run_1/met1.png
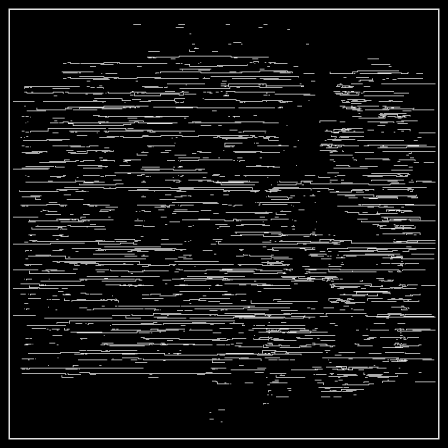
run_1/met2.png
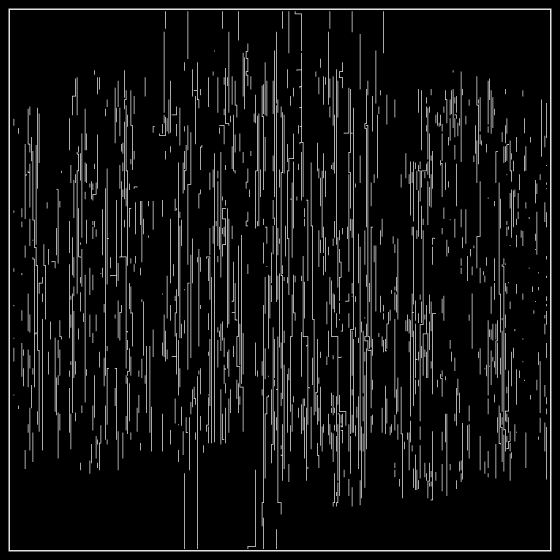
run_1/met3.png
Bar = 50 um. Cells faint in the background.
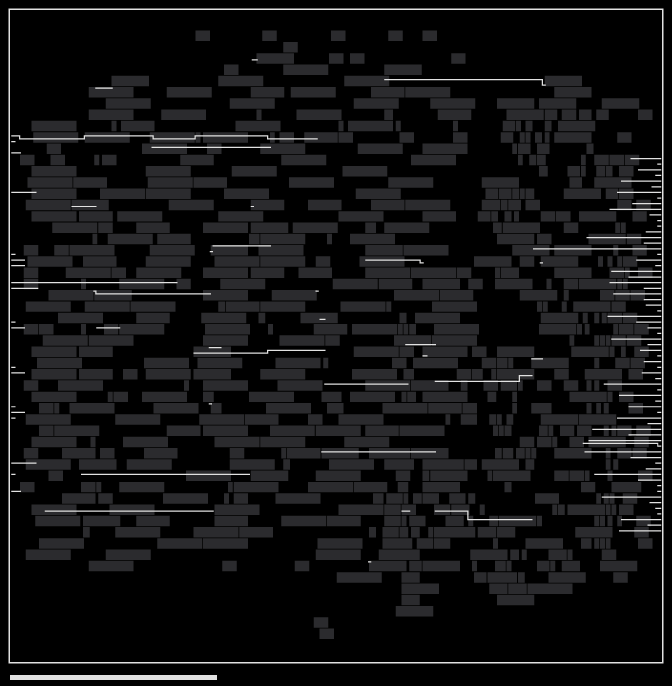
run_1/final_congestion.png
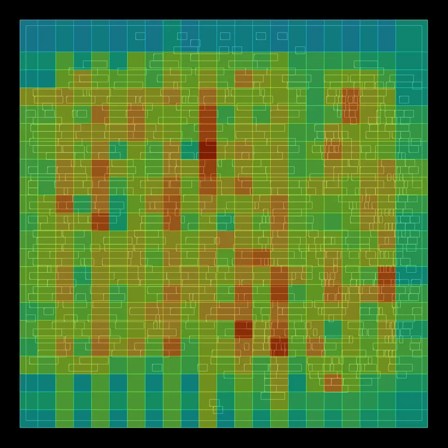
**src/rtl/alu_op_sequencer.sv**
```systemverilog
// alu_op_sequencer: FIFO-buffered opcode/operand issue controller for the accumulator ALU
module alu_op_sequencer #(
  parameter int DEPTH = 8,
  parameter bit HALT_ON_ERR = 1'b1
) (
  input  logic        clk,
  input  logic        rst,
  input  logic        in_valid,
  output logic        in_ready,
  input  logic [3:0]  in_opcode,
  input  logic [15:0] in_operand,
  input  logic        run_en,
  input  logic        flush,
  input  logic        clear_err,
  output logic [3:0]  alu_opcode,
  output logic [15:0] alu_a,
  input  logic [15:0] alu_c,
  input  logic        alu_e,
  output logic        res_valid,
  output logic [15:0] res_data,
  output logic        res_err,
  output logic        res_ill,
  output logic        err_flag,
  output logic        busy,
  output logic [15:0] issue_cnt
);
  localparam int AW = $clog2(DEPTH);
  typedef enum logic [1:0] {INIT, RUN, HALT} state_t;
  state_t state_q, state_d;
  logic [19:0] mem_q [DEPTH];
  logic [AW-1:0] wr_q, wr_d, rd_q, rd_d;
  logic [AW:0] cnt_q, cnt_d;
  logic res_valid_q, res_valid_d, res_err_q, res_err_d, res_ill_q, res_ill_d, err_q, err_d;
  logic [15:0] res_data_q, res_data_d, issue_cnt_q, issue_cnt_d;
  logic full, empty, push, issue, ill, ovf;
  logic [3:0] head_op;
  always_comb begin
    full = cnt_q == (AW+1)'(DEPTH);
    empty = cnt_q == '0;
    in_ready = !full && !flush && !rst;
    push = in_valid && in_ready;
    issue = state_q == RUN && run_en && !empty;
    head_op = mem_q[rd_q][19:16];
    ill = head_op inside {4'b0010, 4'b0011, 4'b0110, 4'b0111, 4'b1110, 4'b1111};
    ovf = issue && head_op == 4'b0100 && alu_e;
    alu_opcode = state_q == INIT ? 4'b0001 : (issue && !ill) ? head_op : 4'b0000;
    alu_a = issue ? mem_q[rd_q][15:0] : 16'h0;
    wr_d = wr_q + AW'(push);
    rd_d = flush ? wr_q : rd_q + AW'(issue);
    cnt_d = flush ? '0 : cnt_q + (AW+1)'(push) - (AW+1)'(issue);
    state_d = state_q == INIT ? RUN :
              state_q == HALT ? (clear_err ? RUN : HALT) :
              (ovf && HALT_ON_ERR) ? HALT : RUN;
    err_d = ovf ? 1'b1 : clear_err ? 1'b0 : err_q;
    res_valid_d = issue;
    res_data_d = issue ? alu_c : res_data_q;
    res_err_d = issue ? alu_e && !ill : res_err_q;
    res_ill_d = issue ? ill : res_ill_q;
    issue_cnt_d = issue_cnt_q + 16'(issue);
    busy = !empty || state_q != RUN;
  end
  // payload storage carries no reset; occupancy is tracked by cnt_q
  always_ff @(posedge clk)
    if (push) mem_q[wr_q] <= {in_opcode, in_operand};
  always_ff @(posedge clk or posedge rst)
    if (rst) begin
      state_q <= INIT;
      wr_q <= '0;
      rd_q <= '0;
      cnt_q <= '0;
      res_valid_q <= 1'b0;
      res_data_q <= 16'h0;
      res_err_q <= 1'b0;
      res_ill_q <= 1'b0;
      err_q <= 1'b0;
      issue_cnt_q <= 16'h0;
    end else begin
      state_q <= state_d;
      wr_q <= wr_d;
      rd_q <= rd_d;
      cnt_q <= cnt_d;
      res_valid_q <= res_valid_d;
      res_data_q <= res_data_d;
      res_err_q <= res_err_d;
      res_ill_q <= res_ill_d;
      err_q <= err_d;
      issue_cnt_q <= issue_cnt_d;
    end
  assign res_valid = res_valid_q;
  assign res_data = res_data_q;
  assign res_err = res_err_q;
  assign res_ill = res_ill_q;
  assign err_flag = err_q;
  assign issue_cnt = issue_cnt_q;
endmodule

```
**config.mk**
```make
export PLATFORM = sky130hd
export DESIGN_NAME = alu_op_sequencer
export DESIGN_NICKNAME = d
export VERILOG_FILES = /design/src/rtl/alu_op_sequencer.sv
export SDC_FILE = /design/constraint.sdc
export NUM_CORES = 1
export LEC_CHECK = 0
export CORE_MARGIN = 2
export CORE_UTILIZATION = 35
export DETAILED_ROUTE_END_ITERATION = 16
export GPL_TIMING_DRIVEN = 0
export HOLD_SLACK_MARGIN = 0.1
export MAX_ROUTING_LAYER = met4
export PLACE_DENSITY = 0.55
export SLEW_MARGIN = 20
export SYNTH_ARGS = -nofsm -noshare
export SYNTH_HDL_FRONTEND = slang
export SYNTH_SLANG_ARGS = --single-unit
```
**constraint.sdc**
```tcl
create_clock -name clk -period 4.5 [get_ports clk]
set_input_delay 0.45 -clock clk [delete_from_list [all_inputs] [get_ports clk]]
set_output_delay 0.45 -clock clk [all_outputs]
set_load 0.005 [all_outputs]
```
==> CHANGELOG.md, run 1 <==
### Physical design

- Count of tool warnings: 27
- Vias in the first global route: 4632
- Yosys cell count: approximately 470
- Signal buf overhead: 12.1%
- Final-layout clock buffer total: 29
- DRC marker count from the first detailed-route iteration: about 300
- Horizontal die dimension: 157 um
- Dominant kind of combinational cell: multiplexers
- Number of gates given a new drive strength after cts: 0
- Share of the clock period used by the worst path after layout: just over 80%
- Worst Path Class, Setup: reg -> out
- ClkCell Share: 6.60%
- Avg Synthesized Cell Area: roughly 17 sq um
- Slew at the pin with the worst max-slew slack: 830 ps
- Max Root-Sink Buffers: 3
- Post-placement setup slack: 1050 ps
- Number of cells after detailed placement: about 900
- Share of flip-flops with an asynchronous set or reset: 23.1%
- Logic area: about 2100 sq um
- Synth Register Bits: around 210
- RSZ-0062 raised after global routing: no
- Syn. warnings: 0
- NumNets Final: approximately 660
- Status: complete, no violations
- Final Critical Period: around 3700 ps
- Adder Area Share: 2.07%
- DRC: 0
- Instance count of the mapped netlist: between 400 and 500
- Number of buffers and inverters on the critical path: 3
- Sum of overflow across all layers after global routing: 0
- Clock buffer count from CTS: 22
- Routability-driven placement congestion ratio: between 0.7 and 0.8
- Post-route clock skew: approximately 14 ps
- Row count: 56
- Final sum of negative setup slack: 0 ps
- Final worst hold slack: 264 ps
- Inserted tap cell count: about 320
- Comb/total area: ~20%
- Number of flip-flops and latches: about 210
- Delay of the slowest cell on the worst path: 670 ps
- Top sig layer: met4
- Top register by number of flip-flops: mem_q
- Peak VDD IR: about 0.00026 V
- Worst slew margin relative to its limit: about 45%
- Synthesized cell area: slightly above 8000 sq um
- Buffers on Ports: 99
- Chip area: between 20000 and 25000 sq um
- Total chip power: ~6.0 mW
- Top logic cells by instance count in the layout: 160 x edfxtp_1, 99 x clkdlybuf4s50_1, 62 x nand2_1
- Number of routed nets with antenna violations: 0
- Routed length on met1: 7.86 mm
- Fmax: about 270 MHz
- Top Ports: 101
- Number of antenna violations at the first check in global routing: 0
- Buffers excl. clock: 128
- Routed met3 length: 958 um
- Floorplan Utilization: 35.3%
- Hold bufs inserted after CTS: 0
- Combined flip-flop and latch cell area: ~6000 sq um
- Mean routed wirelength per cell: between 15 and 20 um
- Distinct cell type count after synthesis: 35
- Largest type area fraction: 58.5%
- First-pass GRT wire length: between 20 and 30 mm
- Slew Limit Fails: 0
- Most used flip-flop cell: edfxtp_1
- Insertion delay to the later sink of the worst-skew pair: 500 ps
- Share of the yosys chip area belonging to registers: approximately three quarters
- Number of buffers inserted by post-CTS setup repair: 0
- Cell area after layout: about 11000 sq um
-- met1.png (at the start) --
longest straight run: 60.7 um
main direction: horizontal
nets with wire on the layer: 590
wirelength, routed: 17.5 mm
met1 capacity usage during global routing: 19.8%
via count: 4438

-- met2.png (at the start) --
nets with wire on the layer: 578
longest straight run: 84.0 um
share of all routed wire: 48%
main direction: vertical

-- met3.png (at the start) --
nets with wire on the layer: 95
wire length on this layer: 959 um
met3 demand-to-capacity share in global routing: 2.84%

-- final_congestion.png (at the start) --
met2 capacity usage during global routing: 23.9%
total routing usage reported by global routing: 14.9%
Post-Route Utilization: 45.4%

run 1: worst paths after layout:
kind	start	end	slack, ps	cells after the start
max	rd_q[1]	alu_a[4]	830	6
min	rst	rd_q[2]	260	2
max reg2reg	cnt_q[2]	cnt_q[2]	1260	13
min reg2reg	issue_cnt[15]	issue_cnt[15]	470	1
max in group asynchronous	rst	issue_cnt[14]	3740	3
min in group clk	flush	cnt_q[2]	340	2
run 1: synthesized netlist by cell type (6+ instances only):
cell type and instances:
buf_2 6, xor2_1 6, mux2i_1 22, nand2_1 62, dfrtp_1 48, xnor2_1 12, clkbuf_1 8, ha_1 12
mux4_2 38, inv_1 13, nand3_1 10, edfxtp_1 160, nor2_1 31
run 1: where the power goes:
part	switching [mW]	internal (mW)
registers	0.133	2.28
clock network	0.700	1.03
logic	0.900	1.00
total	1.73	4.31
==> run 2: changes to the inputs <==
- clock period: 4.5 -> 3.6 ns (I/O delays scaled with it)
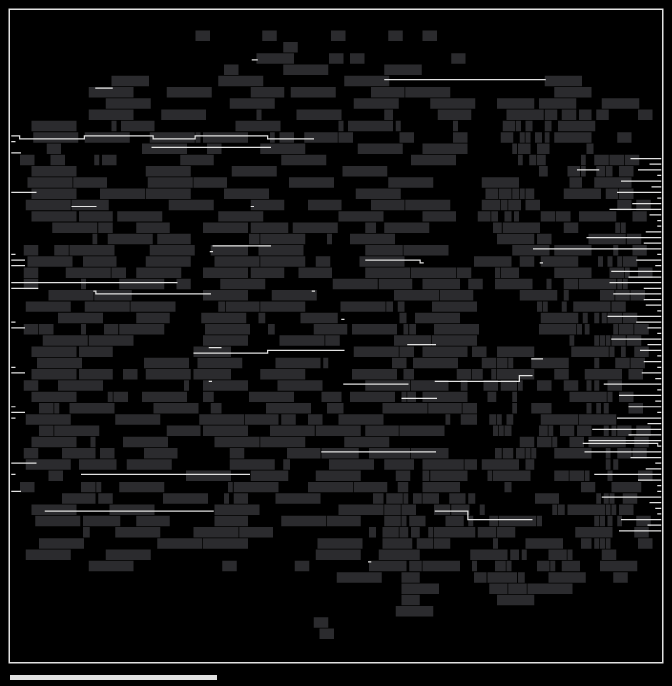
run_2/met3.png
Bar = 50 um. Cells faint in the background.
main direction: horizontal
longest straight run: 40.5 um
nets with wire on the layer: 94
wire length on this layer: 961 um
wirelength, routed: 17.4 mm
via count: 4416

==> run 2 against run 1 <==
Against the previous run: synthesized cell count is the same; sequential share of layout area shrank 0.054 points; sequential power grew 25%; hold slack lost 88 ps; clock skew shrank 0.76 ps; critical path depth grew 1; sequential cell count is the same; power grew 25%; area after synthesis is the same; via count shrank 0.50%; setup slack lost 600 ps; critical path type unchanged; largest power group unchanged; highest routed layer unchanged.
==> CHANGELOG.md, run 2 <==
### Physical design

- DRC marker count from the first detailed-route iteration: 304 (was 301)
- Comb/total area: 20.1% (about the same)
- End of the worst register-to-register path: cnt_q[2] (unchanged)
- Status: complete, no violations (unchanged)
- Sum of overflow across all layers after global routing: 0 (unchanged)
- Synth Register Bits: 208 (unchanged)
- Clock buffer count from CTS: 22 (unchanged)
- Total chip power: 7.55 mW (was 6.04 mW)
- Reg2reg setup slack: 360 ps (was 1260 ps)
- Slew at the pin with the worst max-slew slack: 733 ps (was 830 ps)
- Number of buffers inserted by post-CTS setup repair: 0 (unchanged)
- Routability-driven placement congestion ratio: 0.712 (unchanged)
- Post-placement setup slack: 244 ps (was 1050 ps)
- NumNets Final: 660 (unchanged)
- Most used flip-flop cell: edfxtp_1 (unchanged)
- Worst Reg2Reg Path Length in Cells: 13 (unchanged)
- First-pass GRT wire length: 26.8 mm (unchanged)
- Peak VDD IR: 0.000324 V (was 0.000260 V)
- Synth cell count leaders: 160 x edfxtp_1, 62 x nand2_1, 48 x dfrtp_1 (unchanged)
- Top register by number of flip-flops: mem_q (unchanged)
- Number of routed nets with antenna violations: 0 (unchanged)
- Share of flip-flops with an asynchronous set or reset: 23.1% (unchanged)
- Final Critical Period: between 3000 and 4000 ps
- Slew Limit Fails: 0 (unchanged)
- Fmax: approximately 300 MHz
- Number of gates given a new drive strength after cts: 3 (was 0)
- Share of the yosys chip area belonging to registers: 73.1% (unchanged)
- Number of antenna violations at the first check in global routing: 0 (unchanged)
- Combined flip-flop and latch cell area: 6010 sq um (unchanged)
- RSZ-0062 raised after global routing: no (unchanged)
- Synthesized cell area: 8210 sq um (unchanged)
- Instance count of the mapped netlist: 470 (unchanged)
- Critical path destination: alu_a[14] (was alu_a[4])
- Max Root-Sink Buffers: 3 (unchanged)
- Horizontal die dimension: 157 um (unchanged)
- Delay of the slowest cell on the worst path: 620 ps (was 670 ps)
- Worst slew margin relative to its limit: 51.1% (was 44.7%)
- Signal buf overhead: 12.2% (was 12.1%)
- Share of the clock period used by the worst path after layout: between 90% and 100%
- Total routing usage reported by global routing: 14.9% (about the same)
- Floorplan Utilization: 35.3% (unchanged)
- Vias in the first global route: 4629 (was 4632)
- Distinct cell type count after synthesis: 35 (unchanged)
- Post-route clock skew: 13.6 ps (was 14.4 ps)
- Worst Path Class, Setup: reg -> out (unchanged)
- Met3 demand-to-capacity share in global routing: 2.84% (unchanged)
- Count of tool warnings: 27 (unchanged)
- Buffers on Ports: 99 (unchanged)
- DRC: 0 (unchanged)
- Hold bufs inserted after CTS: 0 (unchanged)
- Final sum of negative setup slack: 0 ps (unchanged)
- Mean routed wirelength per cell: 18.6 um (about the same)
- Reg-to-reg critical path startpoint: cnt_q[2] (unchanged)
- Die height: 157 um (unchanged)
- Met1 capacity usage during global routing: 19.9% (was 19.8%)
- Top sig layer: met4 (unchanged)
- Insertion delay to the later sink of the worst-skew pair: 500 ps (about the same)
- Logic area: 2120 sq um (unchanged)
- Inserted tap cell count: 319 (unchanged)
- Routed met3 length: 961 um (was 958 um)
- Yosys cell count: 470 (unchanged)
- Cell area after layout: 10600 sq um (about the same)
- Largest type area fraction: 58.5% (unchanged)
- Chip area: 24700 sq um (unchanged)
- Syn. warnings: 0 (unchanged)
- Buffers excl. clock: 128 (unchanged)
- Number of flip-flops and latches: 208 (unchanged)
- Cell with the most instances after synthesis: edfxtp_1 (unchanged)
- Avg Synthesized Cell Area: 17.5 sq um (unchanged)
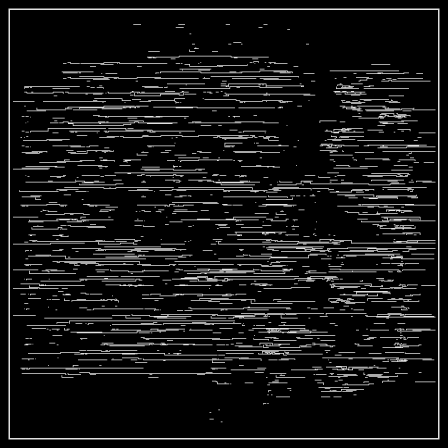
run_2/met1.png
nets with wire on the layer: 590
share of all routed wire: 45%
main direction: horizontal
longest straight run: 60.7 um
wire length on this layer: 7880 um

[run 2: cell count changes in the layout (fill, tap and decap cells not counted), sizes merged]
cell,previous run,this run
clkdlybuf4s15,0,1
buf,21,20
[run 2: worst max-delay path: cells and delay by family, from the launching register on]
kind                     cells  cell delay [ps]
AND-OR/OR-AND                1              550
adder cells (fa/ha/maj)      1              190
AND/OR/NAND/NOR              1              140
buffers and inverters        4             1260
flip-flops                   1              360
[run 2: logic make-up after synthesis]
group	share of synthesized area, %
flops	73.1
mux	13.8
compound gates	1.17
xor+xnor	1.92
simple gates	6.25
buf+inv	1.69
fa+ha+maj	2.07
[run 2: power breakdown]
group	total, mW	switching (mW)	internal (mW)	leakage (nW)
clock network	2.15	0.871	1.28	0.345
registers	3.02	0.165	2.85	2.05
logic	2.38	1.13	1.26	1.39
Power and IR drop assume default switching activity.
